Fig. 1: placed cells, one color a class
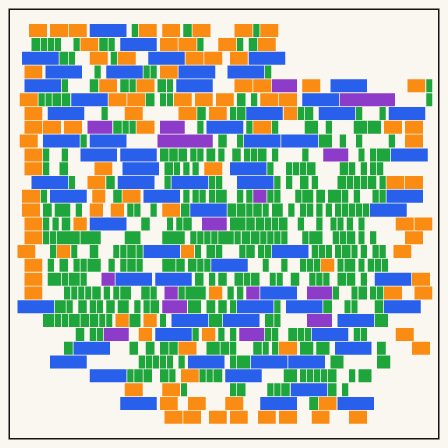
Fig. 2: sequential cells grouped by signal name
The bar under the picture is 20 µm long. Other sequential cells in the stronger gray, the rest of the logic in the fainter gray.
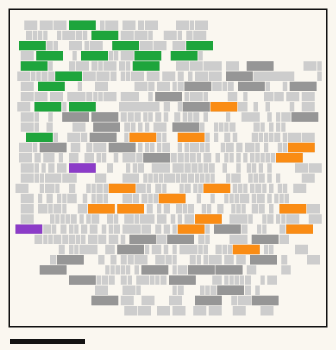
[config.mk]
export PLATFORM = sky130hd
export DESIGN_NAME = fetch_stage_flat
export DESIGN_NICKNAME = d
export VERILOG_FILES = /design/src/rtl/fetch_stage_pkg.sv /design/src/rtl/fetch_stage_if.sv /design/src/rtl/fetch_stage_if_id_reg.sv /design/src/rtl/fetch_stage.sv /design/src/flat_wrapper.sv
export SDC_FILE = /design/constraint.sdc
export NUM_CORES = 1
export LEC_CHECK = 0
export ABC_AREA = 1
export CORE_UTILIZATION = 47
export CTS_CLUSTER_DIAMETER = 30
export DETAILED_ROUTE_END_ITERATION = 16
export GPL_ROUTABILITY_DRIVEN = 0
export PLACE_DENSITY = 0.85
export SYNTH_ARGS = -nofsm -noshare
export SYNTH_HDL_FRONTEND = slang
export SYNTH_SLANG_ARGS = --single-unit
export TNS_END_PERCENT = 30
[constraint.sdc]
create_clock -name clk -period 2.03 [get_ports clk]
set_clock_uncertainty 0.1 [all_clocks]
set_input_delay 0.203 -clock clk [delete_from_list [all_inputs] [get_ports clk]]
set_output_delay 0.203 -clock clk [all_outputs]
set_load 0.005 [all_outputs]
[src/rtl/fetch_stage_pkg.sv]
// rtl/fetch_stage_pkg.sv - shared state encoding and instruction field constants for the fetch stage
package fetch_stage_pkg;

    typedef enum logic [1:0] {
        ST_FETCH = 2'd0,
        ST_WAIT  = 2'd1,
        ST_DRAIN = 2'd2,
        ST_HALT  = 2'd3
    } fetch_state_e;

    localparam logic [15:0] DEF_NOP_INSTR = 16'h0800;
    localparam int          OPC_MSB       = 15;
    localparam int          OPC_LSB       = 11;

endpackage

[src/rtl/fetch_stage_if.sv]
// rtl/fetch_stage_if.sv - instruction memory, decoder and control signals of the fetch stage
interface fetch_stage_if #(
    parameter int PC_W = 16
);
    logic            imem_req;
    logic [PC_W-1:0] imem_addr;
    logic            imem_ready;
    logic [15:0]     imem_rdata;
    logic            stall_id;
    logic            redirect_en;
    logic [PC_W-1:0] redirect_pc;
    logic            halt_id;
    logic [15:0]     instr_id;
    logic [4:0]      opcode_id;
    logic [PC_W-1:0] pc_next_id;
    logic            valid_id;
    logic            halted;

    modport master (
        output imem_req, imem_addr, instr_id, opcode_id, pc_next_id, valid_id, halted,
        input  imem_ready, imem_rdata, stall_id, redirect_en, redirect_pc, halt_id
    );

    modport slave (
        input  imem_req, imem_addr, instr_id, opcode_id, pc_next_id, valid_id, halted,
        output imem_ready, imem_rdata, stall_id, redirect_en, redirect_pc, halt_id
    );
endinterface

[src/rtl/fetch_stage_if_id_reg.sv]
// rtl/fetch_stage_if_id_reg.sv - IF/ID pipeline register with load, hold and flush-to-NOP
module fetch_stage_if_id_reg #(
    parameter int          PC_W      = 16,
    parameter logic [15:0] NOP_INSTR = 16'h0800
) (
    input  logic            clk,
    input  logic            rst,
    input  logic            i_load,
    input  logic            i_flush,
    input  logic [15:0]     i_instr,
    input  logic [PC_W-1:0] i_pc_next,
    output logic [15:0]     o_instr,
    output logic [PC_W-1:0] o_pc_next,
    output logic            o_valid
);
    logic [15:0]     r_instr;
    logic [PC_W-1:0] r_pc_next;
    logic            r_valid;

    // Flush wins over load; pc_next is left alone on flush since valid=0 marks it meaningless.
    always_ff @(posedge clk) begin
        if (!rst) begin
            r_instr   <= NOP_INSTR;
            r_pc_next <= '0;
            r_valid   <= 1'b0;
        end else if (i_flush) begin
            r_instr   <= NOP_INSTR;
            r_valid   <= 1'b0;
        end else if (i_load) begin
            r_instr   <= i_instr;
            r_pc_next <= i_pc_next;
            r_valid   <= 1'b1;
        end
    end

    assign o_instr   = r_instr;
    assign o_pc_next = r_pc_next;
    assign o_valid   = r_valid;
endmodule

[src/rtl/fetch_stage.sv]
// rtl/fetch_stage.sv - PC, instruction memory handshake FSM and IF/ID register feeding the decoder
module fetch_stage
    import fetch_stage_pkg::*;
#(
    parameter int              PC_W      = 16,
    parameter logic [PC_W-1:0] RESET_PC  = '0,
    parameter logic [15:0]     NOP_INSTR = DEF_NOP_INSTR
) (
    input  logic          clk,
    input  logic          rst,
    fetch_stage_if.master bus
);
    fetch_state_e    r_state, w_state_nxt;
    logic [PC_W-1:0] r_pc, w_pc_nxt;
    logic [PC_W-1:0] r_pend_pc, w_pend_pc_nxt;
    logic            r_pend_redir, w_pend_redir_nxt;
    logic            r_pend_halt, w_pend_halt_nxt;
    logic            w_load, w_flush;
    logic [PC_W-1:0] w_pc_plus2;
    logic [PC_W-1:0] w_redir_tgt;
    logic [15:0]     w_instr;
    logic            w_valid;
    logic            w_direct;

    assign w_pc_plus2  = r_pc + PC_W'(2);
    assign w_redir_tgt = bus.redirect_pc & ~PC_W'(1);
    // A redirect/halt can retire immediately unless a request is still outstanding in WAIT.
    assign w_direct    = (r_state == ST_FETCH) || bus.imem_ready;

    always_ff @(posedge clk) begin
        if (!rst) begin
            r_state      <= ST_FETCH;
            r_pc         <= RESET_PC;
            r_pend_pc    <= '0;
            r_pend_redir <= 1'b0;
            r_pend_halt  <= 1'b0;
        end else begin
            r_state      <= w_state_nxt;
            r_pc         <= w_pc_nxt;
            r_pend_pc    <= w_pend_pc_nxt;
            r_pend_redir <= w_pend_redir_nxt;
            r_pend_halt  <= w_pend_halt_nxt;
        end
    end

    always_comb begin
        w_state_nxt      = r_state;
        w_pc_nxt         = r_pc;
        w_pend_pc_nxt    = r_pend_pc;
        w_pend_redir_nxt = r_pend_redir;
        w_pend_halt_nxt  = r_pend_halt;
        w_load           = 1'b0;
        w_flush          = 1'b0;
        case (r_state)
            ST_FETCH, ST_WAIT: begin
                if (bus.redirect_en) begin
                    w_flush = 1'b1;
                    if (w_direct) begin
                        w_pc_nxt    = w_redir_tgt;
                        w_state_nxt = ST_FETCH;
                    end else begin
                        w_pend_pc_nxt    = w_redir_tgt;
                        w_pend_redir_nxt = 1'b1;
                        w_pend_halt_nxt  = 1'b0;
                        w_state_nxt      = ST_DRAIN;
                    end
                end else if (bus.halt_id && w_valid && !bus.stall_id) begin
                    w_flush = 1'b1;
                    if (w_direct) begin
                        w_state_nxt = ST_HALT;
                    end else begin
                        w_pend_halt_nxt  = 1'b1;
                        w_pend_redir_nxt = 1'b0;
                        w_state_nxt      = ST_DRAIN;
                    end
                end else if (bus.imem_ready) begin
                    // Under stall the word is dropped and the same pc is asked for again.
                    if (!bus.stall_id) begin
                        w_load   = 1'b1;
                        w_pc_nxt = w_pc_plus2;
                    end
                    w_state_nxt = ST_FETCH;
                end else begin
                    w_state_nxt = ST_WAIT;
                end
            end
            ST_DRAIN: begin
                if (bus.redirect_en) begin
                    w_flush          = 1'b1;
                    w_pend_pc_nxt    = w_redir_tgt;
                    w_pend_redir_nxt = 1'b1;
                    w_pend_halt_nxt  = 1'b0;
                end
                if (bus.imem_ready) begin
                    w_pend_redir_nxt = 1'b0;
                    w_pend_halt_nxt  = 1'b0;
                    if (bus.redirect_en) begin
                        w_pc_nxt    = w_redir_tgt;
                        w_state_nxt = ST_FETCH;
                    end else if (r_pend_halt) begin
                        w_state_nxt = ST_HALT;
                    end else begin
                        if (r_pend_redir) begin
                            w_pc_nxt = r_pend_pc;
                        end
                        w_state_nxt = ST_FETCH;
                    end
                end
            end
            ST_HALT: begin
                w_state_nxt = ST_HALT;
            end
            default: begin
                w_state_nxt = ST_FETCH;
            end
        endcase
    end

    fetch_stage_if_id_reg #(
        .PC_W      (PC_W),
        .NOP_INSTR (NOP_INSTR)
    ) u_if_id (
        .clk       (clk),
        .rst       (rst),
        .i_load    (w_load),
        .i_flush   (w_flush),
        .i_instr   (bus.imem_rdata),
        .i_pc_next (w_pc_plus2),
        .o_instr   (w_instr),
        .o_pc_next (bus.pc_next_id),
        .o_valid   (w_valid)
    );

    assign bus.imem_req  = rst && (r_state != ST_HALT);
    assign bus.imem_addr = r_pc;
    assign bus.instr_id  = w_instr;
    assign bus.opcode_id = w_instr[OPC_MSB:OPC_LSB];
    assign bus.valid_id  = w_valid;
    assign bus.halted    = (r_state == ST_HALT);
endmodule

[src/flat_wrapper.sv]
// flat-port wrapper written by rule: the top's interface ports become plain ports
module fetch_stage_flat import fetch_stage_pkg::*;
#(
    parameter int              PC_W      = 16,
    parameter logic [PC_W-1:0] RESET_PC  = '0,
    parameter logic [15:0]     NOP_INSTR = DEF_NOP_INSTR
)
  (clk, rst, bus_imem_req, bus_imem_addr, bus_instr_id, bus_opcode_id, bus_pc_next_id, bus_valid_id, bus_halted, bus_imem_ready, bus_imem_rdata, bus_stall_id, bus_redirect_en, bus_redirect_pc, bus_halt_id);
  fetch_stage_if #(.PC_W(PC_W)) bus_i ();
  input  logic clk;
  input  logic rst;
  output wire logic [$bits(bus_i.imem_req)-1:0] bus_imem_req;
  output wire logic [$bits(bus_i.imem_addr)-1:0] bus_imem_addr;
  output wire logic [$bits(bus_i.instr_id)-1:0] bus_instr_id;
  output wire logic [$bits(bus_i.opcode_id)-1:0] bus_opcode_id;
  output wire logic [$bits(bus_i.pc_next_id)-1:0] bus_pc_next_id;
  output wire logic [$bits(bus_i.valid_id)-1:0] bus_valid_id;
  output wire logic [$bits(bus_i.halted)-1:0] bus_halted;
  input wire logic [$bits(bus_i.imem_ready)-1:0] bus_imem_ready;
  input wire logic [$bits(bus_i.imem_rdata)-1:0] bus_imem_rdata;
  input wire logic [$bits(bus_i.stall_id)-1:0] bus_stall_id;
  input wire logic [$bits(bus_i.redirect_en)-1:0] bus_redirect_en;
  input wire logic [$bits(bus_i.redirect_pc)-1:0] bus_redirect_pc;
  input wire logic [$bits(bus_i.halt_id)-1:0] bus_halt_id;
  assign bus_imem_req = bus_i.imem_req;
  assign bus_imem_addr = bus_i.imem_addr;
  assign bus_instr_id = bus_i.instr_id;
  assign bus_opcode_id = bus_i.opcode_id;
  assign bus_pc_next_id = bus_i.pc_next_id;
  assign bus_valid_id = bus_i.valid_id;
  assign bus_halted = bus_i.halted;
  assign bus_i.imem_ready = bus_imem_ready;
  assign bus_i.imem_rdata = bus_imem_rdata;
  assign bus_i.stall_id = bus_stall_id;
  assign bus_i.redirect_en = bus_redirect_en;
  assign bus_i.redirect_pc = bus_redirect_pc;
  assign bus_i.halt_id = bus_halt_id;
  fetch_stage #(.PC_W(PC_W), .RESET_PC(RESET_PC), .NOP_INSTR(NOP_INSTR)) u_core (.clk(clk), .rst(rst), .bus(bus_i));
endmodule
==> impl_metrics.yaml <==
# physical design summary
global_route:
  grt_pass1_wl_um: 14100
  grt_pass1_vias: 3178
  antenna_found_initial: 0
  overflow: 0
detailed_routing:
  vias_per_cell: 5.30
  drc: 4
  wl_per_cell_um: 13.4
run_status:
  failed_checks: "DRC"
  status: "complete, but fails checks"
pwr:
  internal_power_mw: 2.34
  p_leak_nw: 1.74
die:
  die_w_um: 84.3
  io_pins: 94
  core_area_um2: 6460
yosys:
  top_cells_by_count: "122 x nand2_1, 85 x nor2_1, 66 x dfxtp_1, 35 x a21oi_1, 33 x o21ai_0"
  ys_types: 31
  yosys_cells: 470
  top_area_cell: "dfxtp_1"
  numSynthFlops: 66
  yosysSeqAreaShare: 0.415
sta:
  fin_hold_ws_ns: 0.305
  clock.fmax_ghz: 0.552
  rsz0062_at_grt: "no"
cts:
  cts_num_sinks: 66
  htreeDepth: 3
  hold_buffers: 0
  cts.reportedPaths.clkPinSlew_ns: 0.08
job:
  tool_warnings: 27
finish:
  fillers: 534
place:
  io_buffers: 90
  post-dp-hpwl_um: 6250
-- Fig. 1 (at the start) --
Key: sequential cells = blue [cells 66]; clock drivers and dummy loads = purple [cells 16]; remaining buffers and delay cells = orange [cells 103]; combinational and other logic = green [cells 378]
# rows: 29
Layout Cell Area excl Fill: 4340 µm²

-- Fig. 2 (at the start) --
Key: u_core.bus.imem_addr = orange [placed flops 15]; u_core.r_state = purple [placed flops 2]; u_core.u_if_id.o_instr = green [placed flops 16]
Another 33 sequential cells are not colored.
Register Area: 1320 µm²
sequential power: 1.42 mW
Seq area share: 0.304

state kept, by name, indices dropped and copies added, names as in the netlist:
name / count
u_core.r_state: 2
u_core.r_pend_redir: 1
u_core.bus.imem_addr: 15
u_core.r_pend_pc: 15
u_core.u_if_id.o_pc_next: 15
u_core.u_if_id.o_valid: 1
u_core.u_if_id.o_instr: 16
u_core.r_pend_halt: 1
cells by family after synthesis:
family	synth area share
AND-OR/OR-AND	0.158
XOR/XNOR	0.00826
adder cells (fa/ha/maj)	0.00393
buffers and inverters	0.0932
flip-flops	0.415
other	0.00118
AND/OR/NAND/NOR	0.320
per-stage QoR:
stage / cells / power [mW] / setup slack (ns)
floorplan: 471 / 1.70 / 0.487
global placement: 624 / 1.93 / 0.114
detailed placement: 624 / 1.94 / 0.0769
CTS: 640 / 3.19 / 0.211
global route: 640 / 3.31 / 0.0672
finish: 640 / 3.17 / 0.217
per-layer routing:
metal	part of all wire	track usage	wire length, µm
met3	0.061	0.0590	520
met1	0.41	0.276	3550
met5	0	0	0
met2	0.50	0.453	4320
met4	0.024	0.0972	202
power by group through the flow:
| stage | Clock, mW | Combinational [mW] | Sequential, mW |
|---|---|---|---|
| 6_report | 1.25 | 0.503 | 1.42 |
| 5_1_grt | 1.33 | 0.553 | 1.43 |
| 3_5_place_dp | 0 | 0.499 | 1.45 |
| 3_3_place_gp | 0 | 0.486 | 1.44 |
| 4_1_cts | 1.27 | 0.501 | 1.42 |
| 2_1_floorplan | 0 | 0.257 | 1.44 |
layout make-up:
cell class / instances / share of cell area
Multi-Input combinational cell: 344 / 0.361
Sequential cell: 66 / 0.304
Timing Repair Buffer: 103 / 0.230
Clock buffer: 10 / 0.0317
Inverter: 34 / 0.0294
Tap cell: 77 / 0.0222
Clock inverter: 6 / 0.0208
worst paths after layout:
kind | from | to | slack [ns] | cells after the start
setup / recovery | u_core.r_state[1] | bus_halted | 0.22 | 3
hold / removal | bus_imem_rdata[6] | u_core.u_if_id.o_instr[6] | 0.30 | 3
setup reg to reg | u_core.bus.imem_addr[2] | u_core.bus.imem_addr[11] | 0.26 | 10
hold reg to reg | u_core.r_pend_pc[3] | u_core.r_pend_pc[3] | 0.35 | 2
critical path, cell delays in order (launching register included):
cell and delay (ns):
dfxtp_1 0.45, nand2_1 0.09, inv_1 0.11, clkdlybuf4s50_1 0.51
cell usage in the layout (no fill, tap or decap):
cell type and instances:
a21o_1 1, nand2_4 1, o211ai_1 7, conb_1 2, a21oi_1 35, nand3b_1 2
clkdlybuf4s50_1 90, inv_2 8, nor2_2 3, nor2_4 1, nand3_1 26, xor2_1 2
nand2_2 2, a21boi_0 2, o21ai_1 1, buf_4 13, nor2_1 85, inv_1 26
clkbuf_8 10, nand2_1 122, nand4_2 1, dfxtp_1 66, xnor2_1 1, clkinvlp_4 4
a22oi_1 9, o21ai_0 33, nand4_1 5, ha_1 1, o21ai_2 1, bufinv_16 2
a31oi_1 1
Power is estimated from default activity; no workload was simulated.
